==> config.mk <==
export PLATFORM = sky130hd
export DESIGN_NAME = fetch_unit_flat
export DESIGN_NICKNAME = d
export VERILOG_FILES = /design/src/rtl/fetch_unit_if.sv /design/src/rtl/fetch_unit.sv /design/src/flat_wrapper.sv
export SDC_FILE = /design/constraint.sdc
export NUM_CORES = 1
export LEC_CHECK = 0
export CORE_MARGIN = 5
export CORE_UTILIZATION = 55
export CTS_CLUSTER_SIZE = 25
export DETAILED_ROUTE_END_ITERATION = 7
export DONT_BUFFER_PORTS = 1
export GPL_TIMING_DRIVEN = 0
export PLACE_DENSITY = 0.73
export SLEW_MARGIN = 15
export SYNTH_ARGS = -nofsm -noshare
export SYNTH_HDL_FRONTEND = slang
export SYNTH_SLANG_ARGS = --single-unit
==> constraint.sdc <==
create_clock -name clk -period 13.45 [get_ports clk]
set_input_delay 4.035 -clock clk [delete_from_list [all_inputs] [get_ports clk]]
set_output_delay 4.035 -clock clk [all_outputs]
set_load 0.02 [all_outputs]
==> src/rtl/fetch_unit_if.sv <==
// rtl/fetch_unit_if.sv - fetch unit pipeline and instruction-memory bundle
interface fetch_unit_if #(
  parameter int WORD_SIZE = 32
);
  logic                 stall;
  logic                 redirect;
  logic [WORD_SIZE-1:0] redirect_pc;
  logic                 imem_req;
  logic [WORD_SIZE-1:0] imem_addr;
  logic                 imem_gnt;
  logic                 imem_rvalid;
  logic [WORD_SIZE-1:0] imem_rdata;
  logic [WORD_SIZE-1:0] instruction_out;
  logic [WORD_SIZE-1:0] pc_out;
  logic                 valid_out;

  // fetch unit side
  modport master (
    input  stall, redirect, redirect_pc, imem_gnt, imem_rvalid, imem_rdata,
    output imem_req, imem_addr, instruction_out, pc_out, valid_out
  );

  // memory / pipeline side
  modport slave (
    output stall, redirect, redirect_pc, imem_gnt, imem_rvalid, imem_rdata,
    input  imem_req, imem_addr, instruction_out, pc_out, valid_out
  );
endinterface

==> src/rtl/fetch_unit.sv <==
// rtl/fetch_unit.sv - single-outstanding instruction fetch with skid slot and redirect flush
module fetch_unit #(
  parameter int                   WORD_SIZE = 32,
  parameter logic [WORD_SIZE-1:0] RESET_PC  = '0
) (
  input  logic          clk,
  input  logic          rst,
  fetch_unit_if.master  fetch_if
);

  typedef enum logic [1:0] {
    S_REQ  = 2'd0,
    S_WAIT = 2'd1,
    S_HOLD = 2'd2,
    S_DROP = 2'd3
  } state_e;

  localparam logic [WORD_SIZE-1:0] PC_STEP    = WORD_SIZE'(4);
  localparam logic [WORD_SIZE-1:0] ALIGN_MASK = ~WORD_SIZE'(3);

  state_e               state_q, state_d;
  logic [WORD_SIZE-1:0] fetch_pc_q, fetch_pc_d;
  logic [WORD_SIZE-1:0] req_pc_q, req_pc_d;
  logic [WORD_SIZE-1:0] skid_instr_q, skid_instr_d;
  logic [WORD_SIZE-1:0] skid_pc_q, skid_pc_d;
  logic [WORD_SIZE-1:0] instr_q, instr_d;
  logic [WORD_SIZE-1:0] pc_q, pc_d;
  logic                 valid_q, valid_d;
  logic                 req_c;
  logic                 granted_c;
  logic                 slot_free_c;

  // state register plus output slot and skid entry; reset abandons any outstanding request
  always_ff @(posedge clk or posedge rst) begin
    if (rst) begin
      state_q      <= S_REQ;
      fetch_pc_q   <= RESET_PC;
      req_pc_q     <= '0;
      skid_instr_q <= '0;
      skid_pc_q    <= '0;
      instr_q      <= '0;
      pc_q         <= '0;
      valid_q      <= 1'b0;
    end else begin
      state_q      <= state_d;
      fetch_pc_q   <= fetch_pc_d;
      req_pc_q     <= req_pc_d;
      skid_instr_q <= skid_instr_d;
      skid_pc_q    <= skid_pc_d;
      instr_q      <= instr_d;
      pc_q         <= pc_d;
      valid_q      <= valid_d;
    end
  end

  // next-state, slot/skid movement and request generation; redirect overrides everything
  always_comb begin
    state_d      = state_q;
    fetch_pc_d   = fetch_pc_q;
    req_pc_d     = req_pc_q;
    skid_instr_d = skid_instr_q;
    skid_pc_d    = skid_pc_q;
    instr_d      = instr_q;
    pc_d         = pc_q;
    // a live slot survives only while the consumer stalls
    valid_d      = valid_q & fetch_if.stall;
    req_c        = 1'b0;
    granted_c    = 1'b0;
    slot_free_c  = !valid_q || !fetch_if.stall;

    case (state_q)
      S_REQ: begin
        req_c     = !(valid_q && fetch_if.stall);
        granted_c = req_c && fetch_if.imem_gnt;
        if (granted_c) begin
          req_pc_d = fetch_pc_q;
          state_d  = S_WAIT;
        end
      end
      S_WAIT: begin
        if (fetch_if.imem_rvalid) begin
          fetch_pc_d = req_pc_q + PC_STEP;
          if (slot_free_c) begin
            instr_d = fetch_if.imem_rdata;
            pc_d    = req_pc_q;
            valid_d = 1'b1;
            state_d = S_REQ;
          end else begin
            skid_instr_d = fetch_if.imem_rdata;
            skid_pc_d    = req_pc_q;
            state_d      = S_HOLD;
          end
        end
      end
      S_HOLD: begin
        if (!fetch_if.stall) begin
          instr_d = skid_instr_q;
          pc_d    = skid_pc_q;
          valid_d = 1'b1;
          state_d = S_REQ;
        end
      end
      S_DROP: begin
        if (fetch_if.imem_rvalid) begin
          state_d = S_REQ;
        end
      end
      default: state_d = S_REQ;
    endcase

    if (fetch_if.redirect) begin
      fetch_pc_d   = fetch_if.redirect_pc & ALIGN_MASK;
      valid_d      = 1'b0;
      instr_d      = instr_q;
      pc_d         = pc_q;
      skid_instr_d = '0;
      skid_pc_d    = '0;
      case (state_q)
        // a response still owed by memory must be swallowed in DROP
        S_REQ:   state_d = granted_c ? S_DROP : S_REQ;
        S_WAIT:  state_d = fetch_if.imem_rvalid ? S_REQ : S_DROP;
        S_HOLD:  state_d = S_REQ;
        S_DROP:  state_d = S_DROP;
        default: state_d = S_REQ;
      endcase
    end
  end

  assign fetch_if.imem_req        = req_c & ~rst;
  assign fetch_if.imem_addr       = fetch_pc_q;
  assign fetch_if.instruction_out = instr_q;
  assign fetch_if.pc_out          = pc_q;
  assign fetch_if.valid_out       = valid_q;

endmodule

==> src/flat_wrapper.sv <==
// flat-port wrapper written by rule: the top's interface ports become plain ports
module fetch_unit_flat 
#(
  parameter int                   WORD_SIZE = 32,
  parameter logic [WORD_SIZE-1:0] RESET_PC  = '0
)
  (clk, rst, fetch_if_stall, fetch_if_redirect, fetch_if_redirect_pc, fetch_if_imem_gnt, fetch_if_imem_rvalid, fetch_if_imem_rdata, fetch_if_imem_req, fetch_if_imem_addr, fetch_if_instruction_out, fetch_if_pc_out, fetch_if_valid_out);
  fetch_unit_if #(.WORD_SIZE(WORD_SIZE)) fetch_if_i ();
  input  logic clk;
  input  logic rst;
  input wire logic [$bits(fetch_if_i.stall)-1:0] fetch_if_stall;
  input wire logic [$bits(fetch_if_i.redirect)-1:0] fetch_if_redirect;
  input wire logic [$bits(fetch_if_i.redirect_pc)-1:0] fetch_if_redirect_pc;
  input wire logic [$bits(fetch_if_i.imem_gnt)-1:0] fetch_if_imem_gnt;
  input wire logic [$bits(fetch_if_i.imem_rvalid)-1:0] fetch_if_imem_rvalid;
  input wire logic [$bits(fetch_if_i.imem_rdata)-1:0] fetch_if_imem_rdata;
  output wire logic [$bits(fetch_if_i.imem_req)-1:0] fetch_if_imem_req;
  output wire logic [$bits(fetch_if_i.imem_addr)-1:0] fetch_if_imem_addr;
  output wire logic [$bits(fetch_if_i.instruction_out)-1:0] fetch_if_instruction_out;
  output wire logic [$bits(fetch_if_i.pc_out)-1:0] fetch_if_pc_out;
  output wire logic [$bits(fetch_if_i.valid_out)-1:0] fetch_if_valid_out;
  assign fetch_if_i.stall = fetch_if_stall;
  assign fetch_if_i.redirect = fetch_if_redirect;
  assign fetch_if_i.redirect_pc = fetch_if_redirect_pc;
  assign fetch_if_i.imem_gnt = fetch_if_imem_gnt;
  assign fetch_if_i.imem_rvalid = fetch_if_imem_rvalid;
  assign fetch_if_i.imem_rdata = fetch_if_imem_rdata;
  assign fetch_if_imem_req = fetch_if_i.imem_req;
  assign fetch_if_imem_addr = fetch_if_i.imem_addr;
  assign fetch_if_instruction_out = fetch_if_i.instruction_out;
  assign fetch_if_pc_out = fetch_if_i.pc_out;
  assign fetch_if_valid_out = fetch_if_i.valid_out;
  fetch_unit #(.WORD_SIZE(WORD_SIZE), .RESET_PC(RESET_PC)) u_core (.clk(clk), .rst(rst), .fetch_if(fetch_if_i));
endmodule
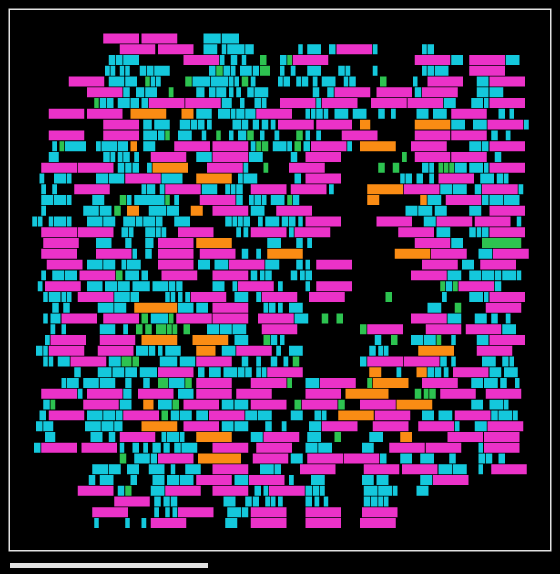
Fig. 1. Cell classes on the final placement (run 1).
Scale bar: 50 microns.
Cyan marks remaining logic cells, cells 549, share of their area 38%. Orange marks clock drivers and dummy loads, cells 32, share of their area 6.5%. Green marks remaining buffers and delay cells, cells 67, share of their area 3.6%. Magenta marks sequential cells, cells 195, share of their area 52%.
Core Region: 15,800 sq um
Std-Cell Rows: 46

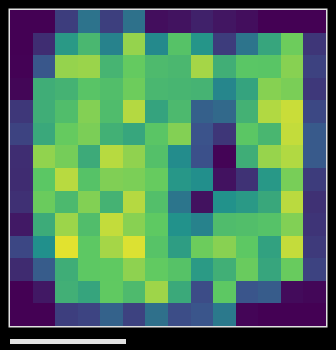
Fig. 2. Local utilization (run 1).
Scale bar: 50 microns. The die is cut into 14 by 14 equal tiles; dark purple is low, yellow is high, 0 to 100% covered.
26% of the tiles are over 75% full. 8.7% of the tiles are nearly empty. The fullest tile reaches 96%.
floorplan utilization: 0.557
final core area utilization: 0.615

==> run notes, run 1 <==
Implementation run completed; key figures follow.

Run status:
- The flow ran to the end, and the final reports show no timing, DRC or antenna violations.

Run:
- Across the run, the number of max-cap violations was 0.
- The run gives the total tool warning count as 34.

Synth:
- Counting the warning lines in the Yosys log gives 0.
- The run puts the number of synthesized flops with an enable pin at 0.
- The area recorded from the Yosys report for this design is 8790 sq um.
- The run puts the unique cell type count in the Yosys netlist at 42.
- The run puts the total cells reported by yosys after synthesis at 810.
- Looking at the cell usage after synthesis, the top flip-flop cell is sky130_fd_sc_hd__dfrtp_1.
- Each instance of the synthesized netlist takes up on average 10.8 sq um.
- The run gives the portion of the post-synthesis area used by sequential elements as 0.555.
- The run puts the number of storage elements in the synthesis netlist at 195.
- The run puts the count of mapped cells out of synthesis at 810.
- Counting every net in the synthesized netlist gives 886.

Final timing:
- The run puts the max-slew violation total from the final report at 0.
- The run puts the slew of the pin with the lowest slew margin at 0.734 ns.
- Once routing completed, OpenROAD measured the worst setup slack at 4.07 ns.
- The run gives the maximum clock rate as 107 MHz.
- The run gives the hold violation total from the final report as 0.
- The final layout reports a setup TNS of 0 ns.
- The run gives the clock tree skew after final layout as 0.00657 ns.
- Dividing the final minimum period by the clock period gives 0.697.
- In the final report, the number of endpoints failing setup comes to 0.
- The run gives the remaining max-slew budget at the tightest pin as 0.510.

Worst setup path:
- The run puts the setup slack on the worst flop-to-flop path at 10.92 ns.
- The largest individual stage delay along the critical path comes from the cell sky130_fd_sc_hd__buf_16.
- The run gives the highest net fanout along the worst path as 116.
- OpenSTA lists the critical path endpoint as fetch_if_imem_req.
- The run gives the kind of cell adding the most delay to the critical path as buffers and inverters.
- The run gives the startpoint of the most critical setup path as rst.
- For this run, the slowest stage of the critical path takes 0.47 ns.
- For reference, the critical path cell chain is inv_8, buf_16, and3_1.
- The run gives the launching point of the worst reg2reg path as u_core.state_q[1].
- The run gives the cell depth of the worst flop-to-flop path as 9.
- The run gives the number of buffer and inverter stages on the critical path as 2.
- STA classifies the critical path endpoint as a primary output.
- The worst setup path is launched from an input pin.
- Per the OpenROAD timing report, the critical path contains 3 cells.

Layout:
- The run puts the number of ordinary inverters in the final layout at 6.
- The run gives the logic gate fraction of the total cell area as 0.368.
- After the flow finishes, the layout carries non-filler instances totaling 1,059.
- The run puts the sequential cell count at 195.
- The layout report gives the register share of total cell area as 0.503.
- The run gives the multi-input logic area as 3570 sq um.
- Per the area breakdown, the dominant cell category is registers.
- After layout, the buffer instance count without clock buffers stands at 67.
- The top cell type in the final layout, fill and taps aside, is sky130_fd_sc_hd__dfrtp_1.
- The run puts the number of clock buffers in the layout at 18.
- The run gives the area taken by flip-flops and latches as 4880 sq um.
- In the layout the commonest cells are sky130_fd_sc_hd__dfrtp_1 (195), sky130_fd_sc_hd__a21oi_1 (106), sky130_fd_sc_hd__nor2_1 (89).

Power and ir drop:
- The run gives the part of the power in combinational logic as 0.252.
- The run puts the maximum VDD drop at 103 uV.
- The run puts the power consumption at 2.17 mW.
- The run puts the reported sequential group power at 1.09 mW.
- Switching power as a fraction of the total was reported as 0.402.
- The power report attributes to the sequential group a share of 0.502.
- In this run the static leakage power is 4.20 nW.
- The run gives the reported net switching power as 0.871 mW.
- Combinational cells consume a total of 0.547 mW.
- Clock network power for this build is 0.531 mW.

Routing:
- The run puts the number of detailed-route iterations in the first pass at 5.
- Routed signal wires occupy layers up through met4.
- The run puts the via-per-instance ratio at 5.96.
- The run puts the violation count after the first detailed-route iteration at 375.
- In the detailed route, the total length drawn on met3 is 1.88 mm.

Clock tree:
- The run gives the clock-pin slew on the worst setup and hold paths as 0.07 ns.
- The run gives the root buffer selected by CTS as sky130_fd_sc_hd__clkbuf_16.
- The number of hold buffers added after CTS was 0.
- Post-CTS timing repair inserted 0 buffers for setup.
- The number of gates resized after CTS was 0.
- The run puts the total number of clock tree sinks at 195.
- The run gives the clock insertion delay at the later pin of the skew report as 0.42 ns.

Global routing:
- The global route stage reports its total congestion overflow as 0.
- The run puts the met2 track demand over resource in global routing at 0.399.
- The run gives the initial antenna violation count as 0.
- On met1, the global router reports a usage of 0.313.
- The run puts the largest net degree at the start of global routing at 117.
- The first global-routing pass estimated 35.4 mm of wire.

Placement:
- The run gives the number of buffer cells added on primary ports as 0.
- Detailed placement reports a standard cell area of 9090 sq um.
- The run gives the post-placement cell count as 1,027.
- The run puts the final estimated routing congestion in global placement at 0.899.
- The run puts the worst slack at placement at 4.00 ns.

Worst hold path:
- The startpoint identified for the worst hold timing path is u_core.skid_pc_q[11].
- Hold analysis lists the worst path endpoint as u_core.skid_pc_q[11].

Die:
- The run gives the tap cell count as 216.
- The floorplan step defined a die boundary enclosing 18,600 sq um.
- During I/O placement, the number of pins put on the boundary was 168.
- In this run the vertical extent of the chip is 136 microns.
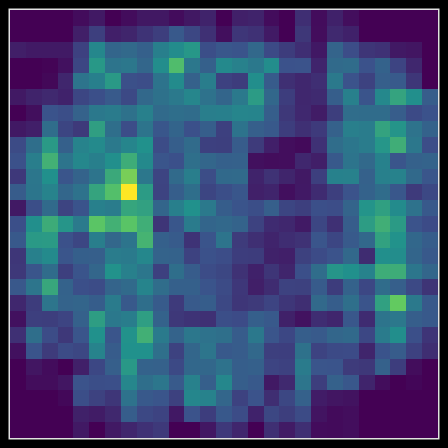
Fig. 3. Wire density map (run 1).
The die is cut into 27 by 27 equal tiles; dark purple is low, yellow is high, scaled to the fullest tile. Values are wire area over tile area, all layers added.
The fullest tile reaches 0.77. 7.1% of the tiles are over half the peak. The mean over all tiles is 0.20. The emptiest ninth of the die: lower right.
via count: 6,313
GRT Resource Usage Total: 0.245
drt total wl: 22.4 mm
average wire per standard cell: 21.1 microns

==> run 1: synthesized netlist by cell type (2+ instances only) <==
library cell	instances	area [sq um]
sky130_fd_sc_hd__buf_2	36	180
sky130_fd_sc_hd__nand4_1	5	31.3
sky130_fd_sc_hd__clkbuf_1	22	82.6
sky130_fd_sc_hd__xnor2_1	12	105
sky130_fd_sc_hd__o31ai_1	3	22.5
sky130_fd_sc_hd__o221ai_2	2	30.0
sky130_fd_sc_hd__ha_1	6	75.1
sky130_fd_sc_hd__nor2_1	89	334
sky130_fd_sc_hd__dfrtp_1	195	4880
sky130_fd_sc_hd__a21o_1	2	15.0
sky130_fd_sc_hd__mux2i_1	72	721
sky130_fd_sc_hd__a21oi_1	106	531
sky130_fd_sc_hd__and4_1	4	35.0
sky130_fd_sc_hd__nand4_2	3	37.5
sky130_fd_sc_hd__o21ai_0	13	65.1
sky130_fd_sc_hd__a22o_1	48	420
sky130_fd_sc_hd__and3_1	5	31.3
sky130_fd_sc_hd__o221ai_1	9	78.8
sky130_fd_sc_hd__nor3b_1	4	30.0
sky130_fd_sc_hd__xor2_1	13	114
sky130_fd_sc_hd__nand2_1	82	308
sky130_fd_sc_hd__mux2_2	33	372
sky130_fd_sc_hd__buf_1	3	11.3
sky130_fd_sc_hd__buf_4	4	30.0
sky130_fd_sc_hd__nor3_1	3	15.0
sky130_fd_sc_hd__inv_1	6	22.5
sky130_fd_sc_hd__nand3_1	15	75.1
==> run 1: kinds of logic (layout without fill, tap and decap cells) <==
group	Yosys count	in the layout	synth area share
XOR/XNOR	25	25	0.0249
AND/OR/NAND/NOR	220	220	0.113
flip-flops	195	195	0.555
adder cells (fa/ha/maj)	6	6	0.00854
AND-OR/OR-AND	187	187	0.136
buffers and inverters	72	105	0.0377
multiplexers	105	105	0.124
==> run 1 -> run 2 <==
--- a/config.mk
+++ b/config.mk
@@ -11,7 +11,7 @@
 export DETAILED_ROUTE_END_ITERATION = 7
 export DONT_BUFFER_PORTS = 1
 export GPL_TIMING_DRIVEN = 0
-export PLACE_DENSITY = 0.73
+export PLACE_DENSITY = 0.76
 export SLEW_MARGIN = 15
 export SYNTH_ARGS = -nofsm -noshare
 export SYNTH_HDL_FRONTEND = slang
==> constraint.sdc (replaced) <==
create_clock -name clk -period 8.44 [get_ports clk]
set_input_delay 2.532 -clock clk [delete_from_list [all_inputs] [get_ports clk]]
set_output_delay 2.532 -clock clk [all_outputs]
set_load 0.02 [all_outputs]
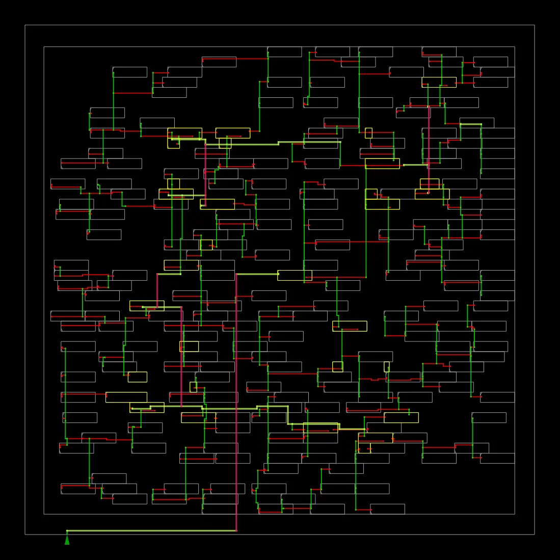
Fig. 4. Clock nets (run 2).
number of buffers inserted during clock tree synthesis: 17
clock insertion delay at the later pin of the skew report: 0.44 ns
clock network power consumption: 0.787 mW

==> run notes, run 2 <==
Implementation run completed; key figures follow.

Synth:
- The floorplan net count is 886 (unchanged).
- The number of storage elements in the synthesis netlist was 195 (unchanged).
- The biggest area contributor in the post-synthesis netlist is sky130_fd_sc_hd__dfrtp_1.
- The tally of yosys warning messages is 0 (unchanged).
- The run gives the dominant register cell in the synthesized netlist as sky130_fd_sc_hd__dfrtp_1.
- The run gives the synthesis area per yosys as 8790 sq um (unchanged).
- The main area contributors are sky130_fd_sc_hd__dfrtp_1 (56%), sky130_fd_sc_hd__mux2i_1 (8.2%), sky130_fd_sc_hd__a21oi_1 (6.0%).
- The run puts the count of mapped cells out of synthesis at 810 (unchanged).
- The most common cell in the synthesized netlist is sky130_fd_sc_hd__dfrtp_1.
- The run gives the unique cell type count in the Yosys netlist as 42 (unchanged).
- The synthesized area per cell is 10.8 sq um (unchanged).
- The run gives the portion of synthesized cell area occupied by the leading cell type as 0.555 (unchanged).
- In the synthesized netlist, the cells that appear most often are sky130_fd_sc_hd__dfrtp_1 (195), sky130_fd_sc_hd__a21oi_1 (106), sky130_fd_sc_hd__nor2_1 (89).
- The total cells reported by yosys after synthesis came to 810 (unchanged).
- The number of synthesized flops with an enable pin was 0 (unchanged).
- The run gives the portion of the post-synthesis area used by sequential elements as 0.555 (unchanged).

Final timing:
- The run gives the final tally of setup violations as 0 (unchanged).
- The run puts the post-route setup TNS at 0 ns (unchanged).
- The tightest hold path in the finished design has a slack of 0.504 ns.
- The run puts the clock tree skew after final layout at 0.0175 ns (+0.0110 ns).
- The run gives the final period demand of the worst path as 6.21 ns.
- Dividing the final minimum period by the clock period gives 0.735.
- The hold violation total from the final report came to 0 (unchanged).
- The run puts the setup slack after layout at 2.23 ns (-1.83 ns).
- The run puts the maximum clock rate at 161 MHz.
- The run puts the max-slew violation total from the final report at 0 (unchanged).
- The run puts the slew of the pin with the lowest slew margin at 0.731 ns (-0.00381 ns).
- The run gives the remaining max-slew budget at the tightest pin as 0.513 (+0.00254).

Clock tree:
- The run puts the post-cts hold buffer count at 0 (unchanged).
- The clock passes through at most 2 buffers.
- The number of buffers inserted by post-CTS setup repair came to 0 (unchanged).
- The run puts the post-cts gate resize count at 0 (unchanged).
- The run gives the total number of clock tree sinks as 195 (unchanged).
- The run gives the root buffer selected by CTS as sky130_fd_sc_hd__clkbuf_16.
- The run gives the TritonCTS clock tree as done.
- The clock-pin slew on the worst setup and hold paths came to 0.07 ns (about the same).

Routing:
- The post-detailed-route wirelength per cell is 20.5 microns (-3.0%).
- The met3 wire length was 2.03 mm (+7.7%).
- The run gives the overall via count from detail_route as 6,250 (-1.0%).
- The total wire length after detailed routing came to 21.8 mm (-2.6%).
- Per the detail_route log, the uppermost layer with routed signals is met4.
- The run puts the violation count after the first detailed-route iteration at 351 (-6.4%).
- The run gives the via-per-instance ratio as 5.88 (-1.4%).
- The run gives the number of detailed-route iterations in the first pass as 5 (unchanged).

Worst setup path:
- The run gives the number of buffer and inverter stages on the critical path as 3 (+1).
- The run gives the setup slack on the worst flop-to-flop path as 5.88 ns (-5.04 ns).
- The run gives the nature of the critical path startpoint as an input pin.
- The run gives the kind of cell adding the most delay to the critical path as buffers and inverters.
- STA classifies the critical path endpoint as a primary output.
- Traced cell by cell, the critical path runs through clkinvlp_4, buf_12, buf_16, and3_2.
- The maximum cell stage delay along the critical path is 0.35 ns (-0.12 ns).
- On the critical path, the stage with the largest delay is an instance of sky130_fd_sc_hd__clkinvlp_4.
- The highest net fanout along the worst path came to 32 (-72%).

Power and ir drop:
- The run puts the maximum VDD drop at 169 uV (+64%).
- The run gives the power consumption as 3.38 mW (+56%).
- The run gives the reported leakage power as 4.23 nW (+0.64%).

Placement:
- The worst slack at placement is 2.17 ns (-1.83 ns).
- The instance area after placement was 9190 sq um (+1.1%).
- The run gives the final estimated routing congestion in global placement as 0.893 (-0.62%).
- The run puts the number of buffer cells added on primary ports at 0 (unchanged).
- The run puts the post-placement cell count at 1,032 (+0.49%).

Global routing:
- The run gives the largest net degree at the start of global routing as 37 (-68%).
- The total routing resource utilization after global routing was 0.243 (-0.00230).
- The run gives the global-route wire length before repair as 34.9 mm (-1.4%).
- The run gives the remaining global-route overflow as 0 (unchanged).
- The initial antenna violation count was 0 (unchanged).

Layout:
- The run gives the tally of non-filler cells in the final layout as 1,063 (+0.38%).
- The top cell type in the final layout, fill and taps aside, is sky130_fd_sc_hd__dfrtp_1.
- In the layout the commonest cells are sky130_fd_sc_hd__dfrtp_1 (195), sky130_fd_sc_hd__a21oi_1 (106), sky130_fd_sc_hd__nor2_1 (89).
- The run gives the share of post-route cells with drive strength above 1 as 0.144.
- The final core area utilization is 0.619 (+0.00341).
- The final layout contains 911 nets.

Run:
- The run puts the total tool warning count at 33 (-2.9%).
- The run gives the number of violations of the max-capacitance limit as 0 (unchanged).

Die:
- The run gives the die outline height as 136 microns (unchanged).
- The run puts the area enclosed by the die boundary at 18,600 sq um (unchanged).
- The number of ports placed on the die boundary is 168 (unchanged).
- The initial standard-cell utilization of the core came to 0.557 (unchanged).
- The run gives the row count as 46 (unchanged).
- The run gives the core box area as 15,800 sq um (unchanged).

Run status:
- The run finished with clean final reports.
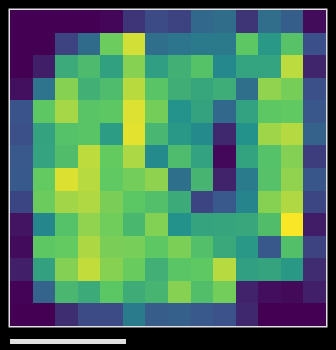
Fig. 5. Local utilization (run 2).
Scale bar: 50 microns. The die is cut into 14 by 14 equal tiles; dark purple is low, yellow is high, 0 to 100% covered.
25% of the tiles are over 75% full. 7.1% of the tiles are nearly empty. The fullest tile reaches 99%. The mean over all tiles is 51%.

[run 2: netlist changes by cell type in the layout (fill, tap and decap cells not counted), moves of 2 or more]
cell                        before  now
sky130_fd_sc_hd__bufinv_16       3    1
sky130_fd_sc_hd__buf_12          0    5
sky130_fd_sc_hd__clkbuf_8        1    3
sky130_fd_sc_hd__clkinv_4        1    3
sky130_fd_sc_hd__inv_6           5    3
[run 2: layer usage]
layer / GRT usage / up-vias
met5: 0 / -
met4: 0.0745 / 0
met3: 0.0799 / 24
met2: 0.371 / 214
met1: 0.330 / 3110
li1: - / 2902
[run 2: final timing paths]
path,start,end,cells past startpoint
min,u_core.skid_pc_q[18],u_core.skid_pc_q[18],1
min in group asynchronous,rst,u_core.fetch_if.instruction_out[26],1
min reg2reg,u_core.skid_pc_q[18],u_core.skid_pc_q[18],1
max reg2reg,u_core.state_q[1],u_core.skid_instr_q[1],9
max in group asynchronous,rst,u_core.fetch_if.pc_out[21],4
max,rst,fetch_if_imem_req,4
[run 2: final cells by class]
cell class	count	area, sq um	share of cell area
Sequential cell	195	4880	0.500
Multi-Input combinational cell	543	3580	0.366
Clock buffer	21	470	0.0482
Buffer	66	309	0.0317
Tap cell	216	270	0.0277
Timing Repair Buffer	6	128	0.0131
Clock inverter	10	100	0.0103
Inverter	6	26.3	0.00269
[run 2: kinds of logic (layout without fill, tap and decap cells)]
group,after synthesis,count (layout),synth area share
flops,195,195,0.555
fa+ha+maj,6,6,0.00854
compound gates,187,187,0.136
mux,105,105,0.124
simple gates,220,220,0.113
buf+inv,72,109,0.0377
xor+xnor,25,25,0.0249
[run 2: power breakdown]
part / switching (mW) / internal, mW
sequential: 0.526 / 1.20
clock: 0.355 / 0.432
combinational: 0.481 / 0.386
total: 1.36 / 2.02
==> run 2 -> run 3 <==
==> constraint.sdc (replaced) <==
create_clock -name clk -period 5.5 [get_ports clk]
set_input_delay 1.65 -clock clk [delete_from_list [all_inputs] [get_ports clk]]
set_output_delay 1.65 -clock clk [all_outputs]
set_load 0.02 [all_outputs]
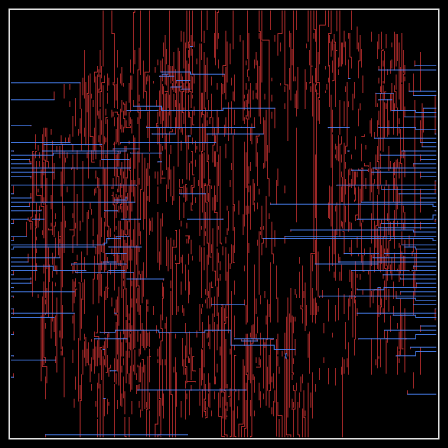
Fig. 6. Wiring by layer (run 3).
Two of the layers only.
Blue marks M3, wire length 2,030 microns. Red marks M2, wire length 10,200 microns.
via count: 6,250
GRT Resource Usage Total: 0.243
average wire per standard cell: 20.5 microns
drt total wl: 21.8 mm

==> run notes, run 3 <==
Implementation run completed; key figures follow.

Synth:
- The run gives the floorplan net count as 886 (unchanged).
- The tally of yosys warning messages came to 0 (unchanged).
- Sorting the Yosys area breakdown by cell type puts at the top sky130_fd_sc_hd__dfrtp_1.
- The unique cell type count in the Yosys netlist came to 42 (unchanged).
- The run puts the count of mapped cells out of synthesis at 810 (unchanged).
- The number of storage elements in the synthesis netlist was 195 (unchanged).
- sky130_fd_sc_hd__dfrtp_1 is the most common cell in the netlist.
- Sorting the synthesized cells by how often they occur yields sky130_fd_sc_hd__dfrtp_1 (195), sky130_fd_sc_hd__a21oi_1 (106), sky130_fd_sc_hd__nor2_1 (89).
- The most used flip-flop cell after synthesis is sky130_fd_sc_hd__dfrtp_1.
- The run gives the total cells reported by yosys after synthesis as 810 (unchanged).
- The run gives the synthesized area per cell as 10.8 sq um (unchanged).
- The run gives the number of synthesized flops with an enable pin as 0 (unchanged).
- The run puts the portion of synthesized cell area occupied by the leading cell type at 0.555 (unchanged).
- The run gives the portion of the post-synthesis area used by sequential elements as 0.555 (unchanged).
- The run puts the synthesis area per yosys at 8790 sq um (unchanged).

Worst setup path:
- STA classifies the critical path endpoint as a primary output.
- The kind of cell with the highest combined delay along the critical path is buffers and inverters.
- The run gives the cell depth of the worst flop-to-flop path as 9 (unchanged).
- The most critical setup path has its endpoint at fetch_if_imem_req.
- Per STA, the worst path is made up of clkinvlp_4, buf_12, buf_16, and3_2.
- The critical path's slowest stage uses the library cell sky130_fd_sc_hd__clkinvlp_4.
- The run gives the number of buffer and inverter stages on the critical path as 3 (unchanged).
- The highest net fanout along the worst path is 32 (unchanged).
- The run gives the startpoint of the most critical setup path as rst.
- The run gives the maximum cell stage delay along the critical path as 0.35 ns (about the same).
- The setup slack on the worst flop-to-flop path came to 2.94 ns (-2.94 ns).
- For the worst reg-to-reg path, the startpoint reported by OpenROAD is u_core.state_q[1].
- The capture point of the worst register-to-register path is recorded as u_core.skid_instr_q[1].

Layout:
- The run gives the multi-input logic area as 3580 sq um (unchanged).
- The run gives the share of post-route cells with drive strength above 1 as 0.144 (unchanged).
- The run puts the tally of non-filler cells in the final layout at 1,063 (unchanged).
- Ranking logic cells in the layout by count gives the top entries sky130_fd_sc_hd__dfrtp_1 (195), sky130_fd_sc_hd__a21oi_1 (106), sky130_fd_sc_hd__nor2_1 (89).
- The run gives the number of nets in the final layout as 911 (unchanged).
- Leaving out fill and tap cells, the most frequent cell in the layout is sky130_fd_sc_hd__dfrtp_1.
- The area taken by flip-flops and latches was 4880 sq um (unchanged).

Clock tree:
- TritonCTS built the clock tree.
- The run gives the post-cts hold buffer count as 0 (unchanged).
- The run puts the number of buffers inserted by post-CTS setup repair at 0 (unchanged).
- The total number of clock tree sinks is 195 (unchanged).
- The run puts the buffer levels on the longest clock path at 2 (unchanged).
- The run gives the post-cts gate resize count as 0 (unchanged).
- The run gives the total CTS buffers as 17 (unchanged).
- The run puts the clock insertion delay at the later pin of the skew report at 0.44 ns (about the same).
- The cell sitting at the root of the clock tree is a sky130_fd_sc_hd__clkbuf_16.

Final timing:
- The run gives the final period demand of the worst path as 4.44 ns.
- The final timing summary puts the cycle share of the worst path at 0.807.
- The max-slew violation total from the final report is 0 (unchanged).
- The run puts the slew of the pin with the lowest slew margin at 0.731 ns (unchanged).
- The remaining max-slew budget at the tightest pin was 0.513 (unchanged).
- The run gives the maximum clock rate as 225 MHz.

Die:
- The run puts the number of ports placed on the die boundary at 168 (unchanged).
- The run puts the area enclosed by the die boundary at 18,600 sq um (unchanged).
- The run gives the core box area as 15,800 sq um (unchanged).

Run:
- The number of violations of the max-capacitance limit came to 0 (unchanged).
- The run gives the total tool warning count as 33 (unchanged).

Global routing:
- The run gives the remaining global-route overflow as 0 (unchanged).
- The run gives the initial antenna violation count as 0 (unchanged).

Routing:
- The via-per-instance ratio is 5.88 (unchanged).
- The run gives the number of detailed-route iterations in the first pass as 5 (unchanged).
- The run gives the violation count after the first detailed-route iteration as 351 (unchanged).

Power and ir drop:
- The reported leakage power was 4.23 nW (unchanged).
- The run puts the power consumption at 5.19 mW (+53%).
- The run gives the maximum VDD drop as 259 uV (+53%).

Placement:
- The run gives the post-placement cell count as 1,032 (unchanged).
- The run gives the number of buffer cells added on primary ports as 0 (unchanged).
- The final estimated routing congestion in global placement is 0.893 (unchanged).

Worst hold path:
- For hold timing, the worst endpoint is u_core.skid_pc_q[18].

Run status:
- The run finished with clean final reports.
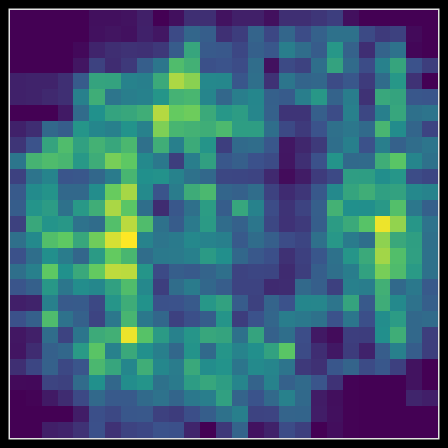
Fig. 7. Wire density map (run 3).
The die is cut into 27 by 27 equal tiles; dark purple is low, yellow is high, scaled to the fullest tile. Values are wire area over tile area, all layers added.
The densest ninth of the die: middle left. The mean over all tiles is 0.19. The fullest tile reaches 0.57. 8.6% of the tiles are nearly empty. 23% of the tiles are over half the peak. The emptiest ninth of the die: lower right.

-- run 3: where the power goes --
| part | internal (mW) | switching [mW] | total [mW] | leakage, nW |
|---|---|---|---|---|
| clock network | 0.663 | 0.545 | 1.21 | 0.280 |
| logic | 0.592 | 0.738 | 1.33 | 1.51 |
| registers | 1.85 | 0.808 | 2.66 | 2.44 |
| total | 3.10 | 2.09 | 5.19 | 4.23 |
-- run 3: per-stage QoR --
step                      setup TNS [ns]  setup WS (ns)  hold WS [ns]  area, sq um
after detailed placement               0          0.995         0.491         9190
final                                  0           1.06         0.504         9760
after CTS                              0           1.00         0.510         9760
after global routing                   0          0.900         0.517         9760
after global placement             -2.66          -2.66         0.487         9060
after floorplan                    -1.36          -1.36         0.473         8790
-- run 3: final cells by class --
cell class	count	share of cell area
sequential	195	0.500
multi-input combinational	543	0.366
clock buffer	21	0.0482
buffer	66	0.0317
tap	216	0.0277
timing repair buffer	6	0.0131
clock inverter	10	0.0103
inverter	6	0.00269
-- run 3: per-layer routing --
layer / vias to the layer above / GRT usage / share of wire
met3: 24 / 0.0799 / 0.093
met5: - / 0 / 0
met1: 3110 / 0.330 / 0.43
met2: 214 / 0.371 / 0.47
li1: 2902 / - / -
met4: 0 / 0.0745 / 0.014
-- run 3: kinds of logic (layout without fill, tap and decap cells) --
| family | Yosys count | in the layout | synth area share |
|---|---|---|---|
| AND-OR/OR-AND | 187 | 187 | 0.136 |
| XOR/XNOR | 25 | 25 | 0.0249 |
| adder cells (fa/ha/maj) | 6 | 6 | 0.00854 |
| buffers and inverters | 72 | 109 | 0.0377 |
| flip-flops | 195 | 195 | 0.555 |
| multiplexers | 105 | 105 | 0.124 |
| AND/OR/NAND/NOR | 220 | 220 | 0.113 |
No activity file was given, so power comes from the tool's default toggle rates.
